**Run 1: metal 2**

Drawn at 10 px/µm.
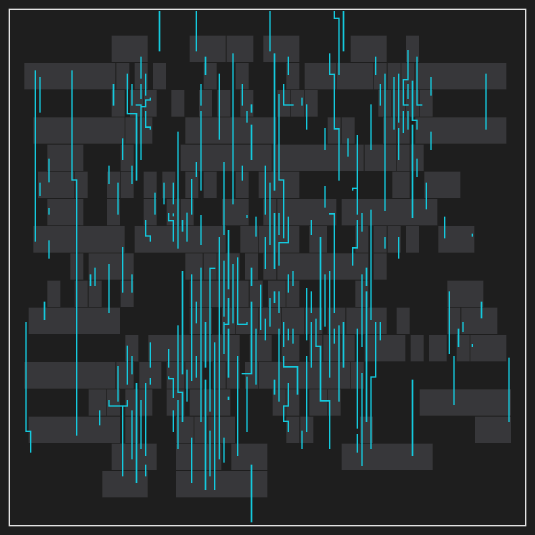
**Run 1: I/O nets highlighted**

Drawn at 8 px/µm.
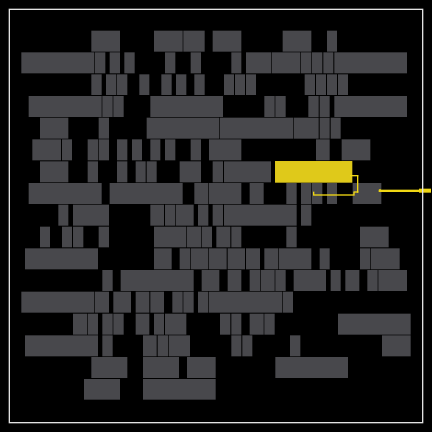
**Run 1: cells colored by class**

Drawn at 8 px/µm. Fill, decap, tap and diode cells in gray.
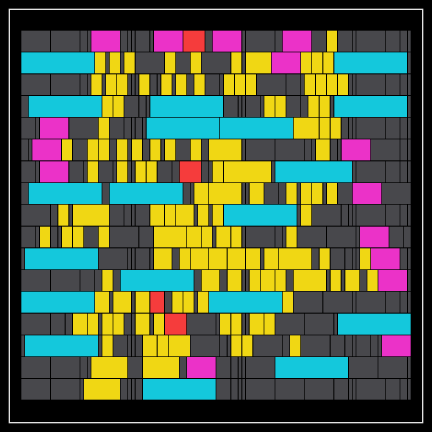
**Run 1: clock wiring as the flow saved it**

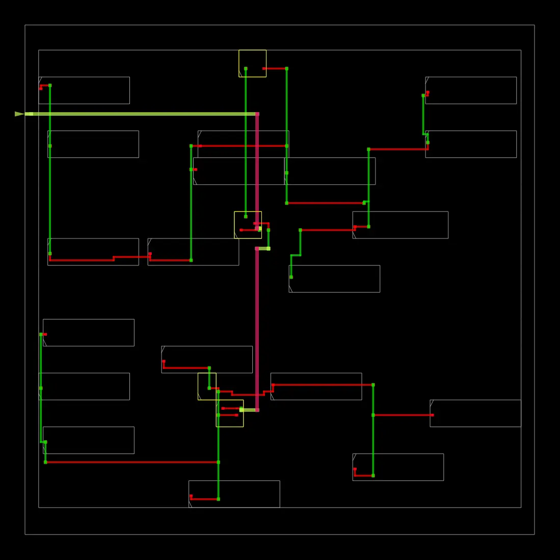
==> config.mk <==
export PLATFORM = sky130hd
export DESIGN_NAME = fifo_uart_tx
export DESIGN_NICKNAME = d
export VERILOG_FILES = /design/src/rtl/fifo_uart_tx.sv
export SDC_FILE = /design/constraint.sdc
export NUM_CORES = 1
export LEC_CHECK = 0
export ABC_AREA = 1
export CAP_MARGIN = 20
export CORE_UTILIZATION = 45
export DETAILED_ROUTE_END_ITERATION = 8
export PLACE_DENSITY = 0.68
export SLEW_MARGIN = 5
export SYNTH_ARGS = -nofsm -noshare
export SYNTH_HDL_FRONTEND = slang
export SYNTH_SLANG_ARGS = --single-unit
==> constraint.sdc <==
create_clock -name clk -period 3.3 [get_ports clk]
set_clock_uncertainty 0.1 [all_clocks]
set_input_delay 0.66 -clock clk [delete_from_list [all_inputs] [get_ports clk]]
set_output_delay 0.66 -clock clk [all_outputs]
set_load 0.02 [all_outputs]
==> run summary, run 1 <==
Notes from the flow run.

Run status:
- The run finished with clean final reports.

Worst setup path:
- The run puts the data arrival at the endpoint of the critical path at roughly 1.7 ns.
- Counting both buffers and inverters, the worst setup path holds a total of 2.
- The run puts the peak fanout along the critical path at 8.
- The run puts the count of cell instances traversed by the critical path at 3.
- The run gives the dominant delay contributor by cell family on the critical path as buffers and inverters.
- The run puts the number of cells traversed by the worst register-to-register path at 7.
- The run puts the critical path's largest stage delay at between 0.6 and 0.7 ns.
- The worst setup path is captured at a primary output.
- The cell sequence reported for the critical path is inv_1 > nand2_1 > clkdlybuf4s50_1.

Yosys:
- The run gives the post-synthesis share of cell area spent on and-or and or-and gates as 0.0375.
- Of the total synthesized cell area, the portion taken by full adders, half adders and majority gates is 0.0454.
- Counting instances in the post-synthesis netlist gives the leading cell types as 65 x nand2_1, 18 x dfrtp_1, 13 x inv_1.
- Among the non-sequential cells, simple AND/OR/NAND/NOR gates take the most area.
- The run gives the synthesis area per yosys as 1100 µm².
- The run puts the number of standard cells reported by yosys at about 150.
- By instance count, the leading cell after synthesis is nand2_1.
- The commonest register cell is dfrtp_1.

CTS:
- The run puts the register clock-pin slew on the reported worst setup and hold paths at about 0.12 ns.
- The run gives the clock tree buffer depth as 2.
- Buffers added to address setup during post-CTS repair amount to 0.
- The run gives the TritonCTS clock tree as done.
- The run gives the number of cells upsized or downsized after cts as 0.
- The run gives the clock insertion delay at the later pin of the skew report as 0.31 ns.
- The run gives the total of hold buffers inserted after clock tree synthesis as 0.

Cells and area:
- By area, logic gates come first.
- The run gives the fraction of layout instances using a drive strength above 1 as 0.106.
- The run gives the layout-stage area growth over the synthesis result as 16.9%.
- Non-clock buffers in the final layout number 15.
- Leaving out fill and tap cells, the most frequent cell in the layout is nand2_1.
- Leaving out the clock tree, the finished layout contains an inverter count of 16.
- The run gives the flip-flop count of the largest register after layout as 8.
- The run puts the number of filler instances in the final layout at 241.
- The run puts the combinational share of cell area at 0.411.

Drt:
- The run puts the average wire length per cell after detail routing at 10.6 µm.
- The run gives the number of design-rule violations left by the first detailed-router iteration as 16.
- The run gives the total detailed-routing wirelength as 2.01 mm.
- The run puts the detailed route wirelength on metal3 at ~74 µm.
- The run puts the total met2 wirelength after detailed routing at slightly above 900 µm.
- Nets still carrying antenna violations after routing amount to 0.
- In the routed design, unresolved DRC markers number 0.

Die:
- The run gives the number of well-tap cells placed as 28.
- The run gives the total die size as 2650 µm².
- The run puts the die height at 51.5 µm.
- For this configuration, the core starts out at a cell density of 0.489.
- The run gives the cell row count as 17.

Global routing:
- The run gives the total global-route track usage as 0.175.
- For this run the aggregate overflow at the end of global routing stands at 0.
- Entering global routing, the biggest net connects 20 pins.
- The run gives the via count of the first global-routing pass as 802.
- The run puts the wire length of the first global-routing pass at 3.37 mm.
- The run gives the global-route met3 utilization as 0.0351.
- The run puts the initial antenna violation count at 0.

Placed design:
- The run gives the post-place instance area as 1260 µm².
- The run gives the cell count after placement as 185.

Power:
- For the combinational group, total power comes out at approximately 0.37 mW.
- Looking at the group totals, the largest power group turns out to be combinational cells.
- The flow reports power dissipated in sequential cells as about 0.36 mW.
- The run puts the power density over the cells at 664 nW/µm².
- The run gives the switching part of the total as 0.421.
- The run puts the total chip power at 0.855 mW.
- The run gives the static leakage as 0.706 nW.
- Clock network power for this build is 0.124 mW.
- The run gives the net switching power of the design as 0.360 mW.
- The run puts the total internal power at 0.495 mW.

Timing:
- The run gives the max-slew violation total from the final report as 0.
- In this build the clock could be raised as far as about 0.41 GHz.
- The run gives the total of endpoints with negative setup slack in the final report as 0.

Worst hold path:
- The run puts the number of cells on the worst hold path at 2.
Back to the opening pictures, 'metal 2':
longest straight run = 25.5 µm
wire length on this layer = 906 µm
vias post-DR: 923
GR met2 Demand/Resource: 0.264

Back to the opening pictures, 'I/O nets highlighted':
yellow -> `tx`  # bits 1, direction output, edge east, end cells 1, buffers 1, wire 14.2 µm
number of input and output port buffers inserted: 15
number of top-level design ports: 16

Back to the opening pictures, 'cells colored by class':
cyan -> flops  # cells 19, share of their area 38%
yellow -> combinational and other logic  # cells 123, share of their area 48%
red -> clock drivers and dummy loads  # cells 4, share of their area 2.2%
magenta -> other buffers and delay cells  # cells 15, share of their area 12%
Core Footprint: 2250 µm²
Layout Utilization: 0.572
final std cell area, no fill: 1290 µm²
flip-flop and latch share of the layout cell area: 0.370

Back to the opening pictures, 'clock wiring as the flow saved it':
clock sink count: 19
number of buffers inserted during clock tree synthesis: 3

**Run 1: clock wires, drivers and flops**

Drawn at 10 px/µm.
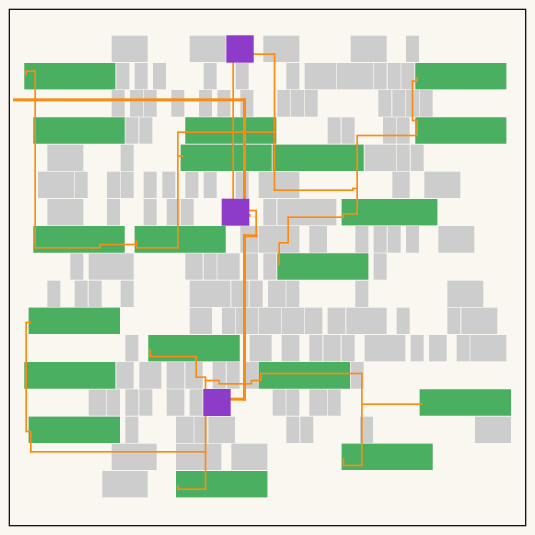

==> run 2: changes to the inputs <==
Settings changed: PLACE_DENSITY 0.68 to 0.71.
Clock period 3.3 ns to 2.1 ns, I/O delays scaled along.
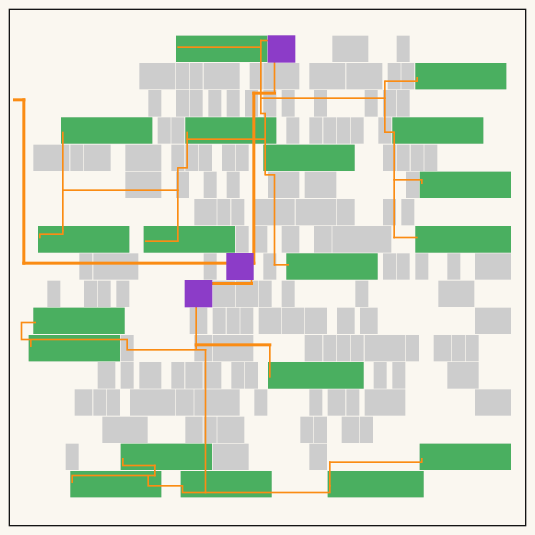
**Above:** run 2 (clock wires, drivers and flops).
Drawn at 10 px/µm.
green -> flip-flops  # count 19
orange -> clock wires  # length 293 µm
purple -> clock drivers  # count 3
routed clock nets = 4
clk latency late pin: 0.31 ns
portion of total power attributed to the clock network: 0.147

==> run 2 against run 1 <==
Against the previous run:
- design area is 0.68% higher
- final cell count is 0.53% higher
- register-to-register slack worse by 1.2 ns
==> run summary, run 2 <==
Notes from the flow run.

Placed design:
- The run puts the tally of buffers added on design ports at 15.
- In this run the cell area measured after placement is 1270 µm².
- The run gives the placer congestion estimate as 0.931.
- Summed over all nets, the half-perimeter wirelength after detailed placement is ~1.6 mm.
- STA on the placed design reports a worst setup slack of 0.260 ns.

Yosys:
- After synthesis, the chip area reported by Yosys is roughly 1100 µm².
- After synthesis, the most frequently instantiated cells are 65 x nand2_1, 18 x dfrtp_1, 13 x inv_1.
- The run puts the post-synthesis share of cell area spent on and-or and or-and gates at 0.0375.
- The run gives the adder-cell share of the synthesized area as 0.0454.
- The synthesis run identifies the leading combinational cell family as simple AND/OR/NAND/NOR gates.
- The run gives the dominant synthesized flop cell as dfrtp_1.
- The run gives the post-synthesis cell type with the largest instance count as nand2_1.

Cells and area:
- The biggest slice of the area belongs to logic gates.
- The run puts the layout-stage area growth over the synthesis result at 17.7%.
- The run gives the core utilization of the finished layout as 0.575.
- The run gives the fraction of layout instances using a drive strength above 1 as 0.123.
- Per the layout area report, the combinational fraction of cell area is 0.408.
- The run puts the non-clock inverter instance count of the final layout at 16.
- The run gives the number of filler instances in the final layout as 238.
- By instance count after routing, the leading logic cell type is nand2_1.
- Per the layout report, the design carries 16 non-clock buffers.
- The run gives the flip-flop count of the largest register after layout as 8.
- The layout report gives the register share of total cell area as 0.369.

CTS:
- For this design, the CTS-stage hold fixing added 0 buffers.
- The run puts the number of cells upsized or downsized after cts at 3.
- Clock tree synthesis selected as its root buffer the cell clkbuf_4.
- TritonCTS built the clock tree.
- The run puts the register clock-pin slew on the reported worst setup and hold paths at 0.12 ns.
- Looking at the post-CTS report, the setup buffer insertion count equals 0.
- The run puts the clock tree buffer depth at 2.

Global routing:
- The run puts the largest net degree at the start of global routing at 20.
- The via count of the first global-routing pass is 852.
- The run puts the wire length of the first global-routing pass at 3.70 mm.
- The run puts the met2 routing resource usage after global routing at 0.284.
- The run puts the global-route met3 utilization at 0.0380.
- The run gives the total global-route track usage as 0.192.
- The run gives the overflow left after global routing as 0.

Worst setup path:
- The run gives the nature of the critical path endpoint as a primary output.
- For the worst flop-to-flop path, the logic depth is 7.
- The run puts the buffer and inverter count on the worst path at 1.
- The run gives the critical path's largest stage delay as 0.59 ns.
- Grouping stages by cell kind, the critical path spends the most delay in buffers and inverters.
- Looking at the critical path, the highest net fanout was 2.
- The cell sequence reported for the critical path is clkdlybuf4s50_1.

Die:
- According to the floorplan report, the die height is approximately 50 µm.
- The run gives the total die size as 2650 µm².
- The report lists the number of standard-cell rows as 17.
- The run puts the starting density of the core at 0.489.
- The region available for standard cell placement spans 2250 µm².
- During tapcell insertion the tool placed 28 well taps.
- The run puts the top-level I/O count at 16.

Power:
- The run gives the total chip power as 1.36 mW.
- The run gives the total internal power as 0.773 mW.
- Switching power as a fraction of the total was reported as 0.430.
- The run puts the net switching power of the design at between 0.5 and 0.6 mW.
- The run puts the power attributed to sequential cells at 0.575 mW.
- The run gives the power in combinational cells as 0.584 mW.

Drt:
- The run gives the total met2 wirelength after detailed routing as 987 µm.
- The run puts the detailed route wirelength on metal3 at ~70 µm.
- The script parses the final routing iteration and logs DRC violations as 0.
- The run puts the number of design-rule violations left by the first detailed-router iteration at 22.
- In the final routed layout, each cell accounts on average for around 11 µm.
- Detailed routing inserted a total of ~930 vias.
- The run puts the antenna violation net count after detailed routing at 0.
- The run gives the total detailed-routing wirelength as 2.16 mm.

Timing:
- The run gives the accumulated negative setup slack as 0 ns.
- The run puts the achievable frequency at 0.508 GHz.
- The run puts the total of endpoints with negative setup slack in the final report at 0.
- The final max-slew violation count recorded for this run is 0.

Run status:
- The run finished with clean final reports.
Power figures rest on the tool's default switching activity, not on a simulated workload.
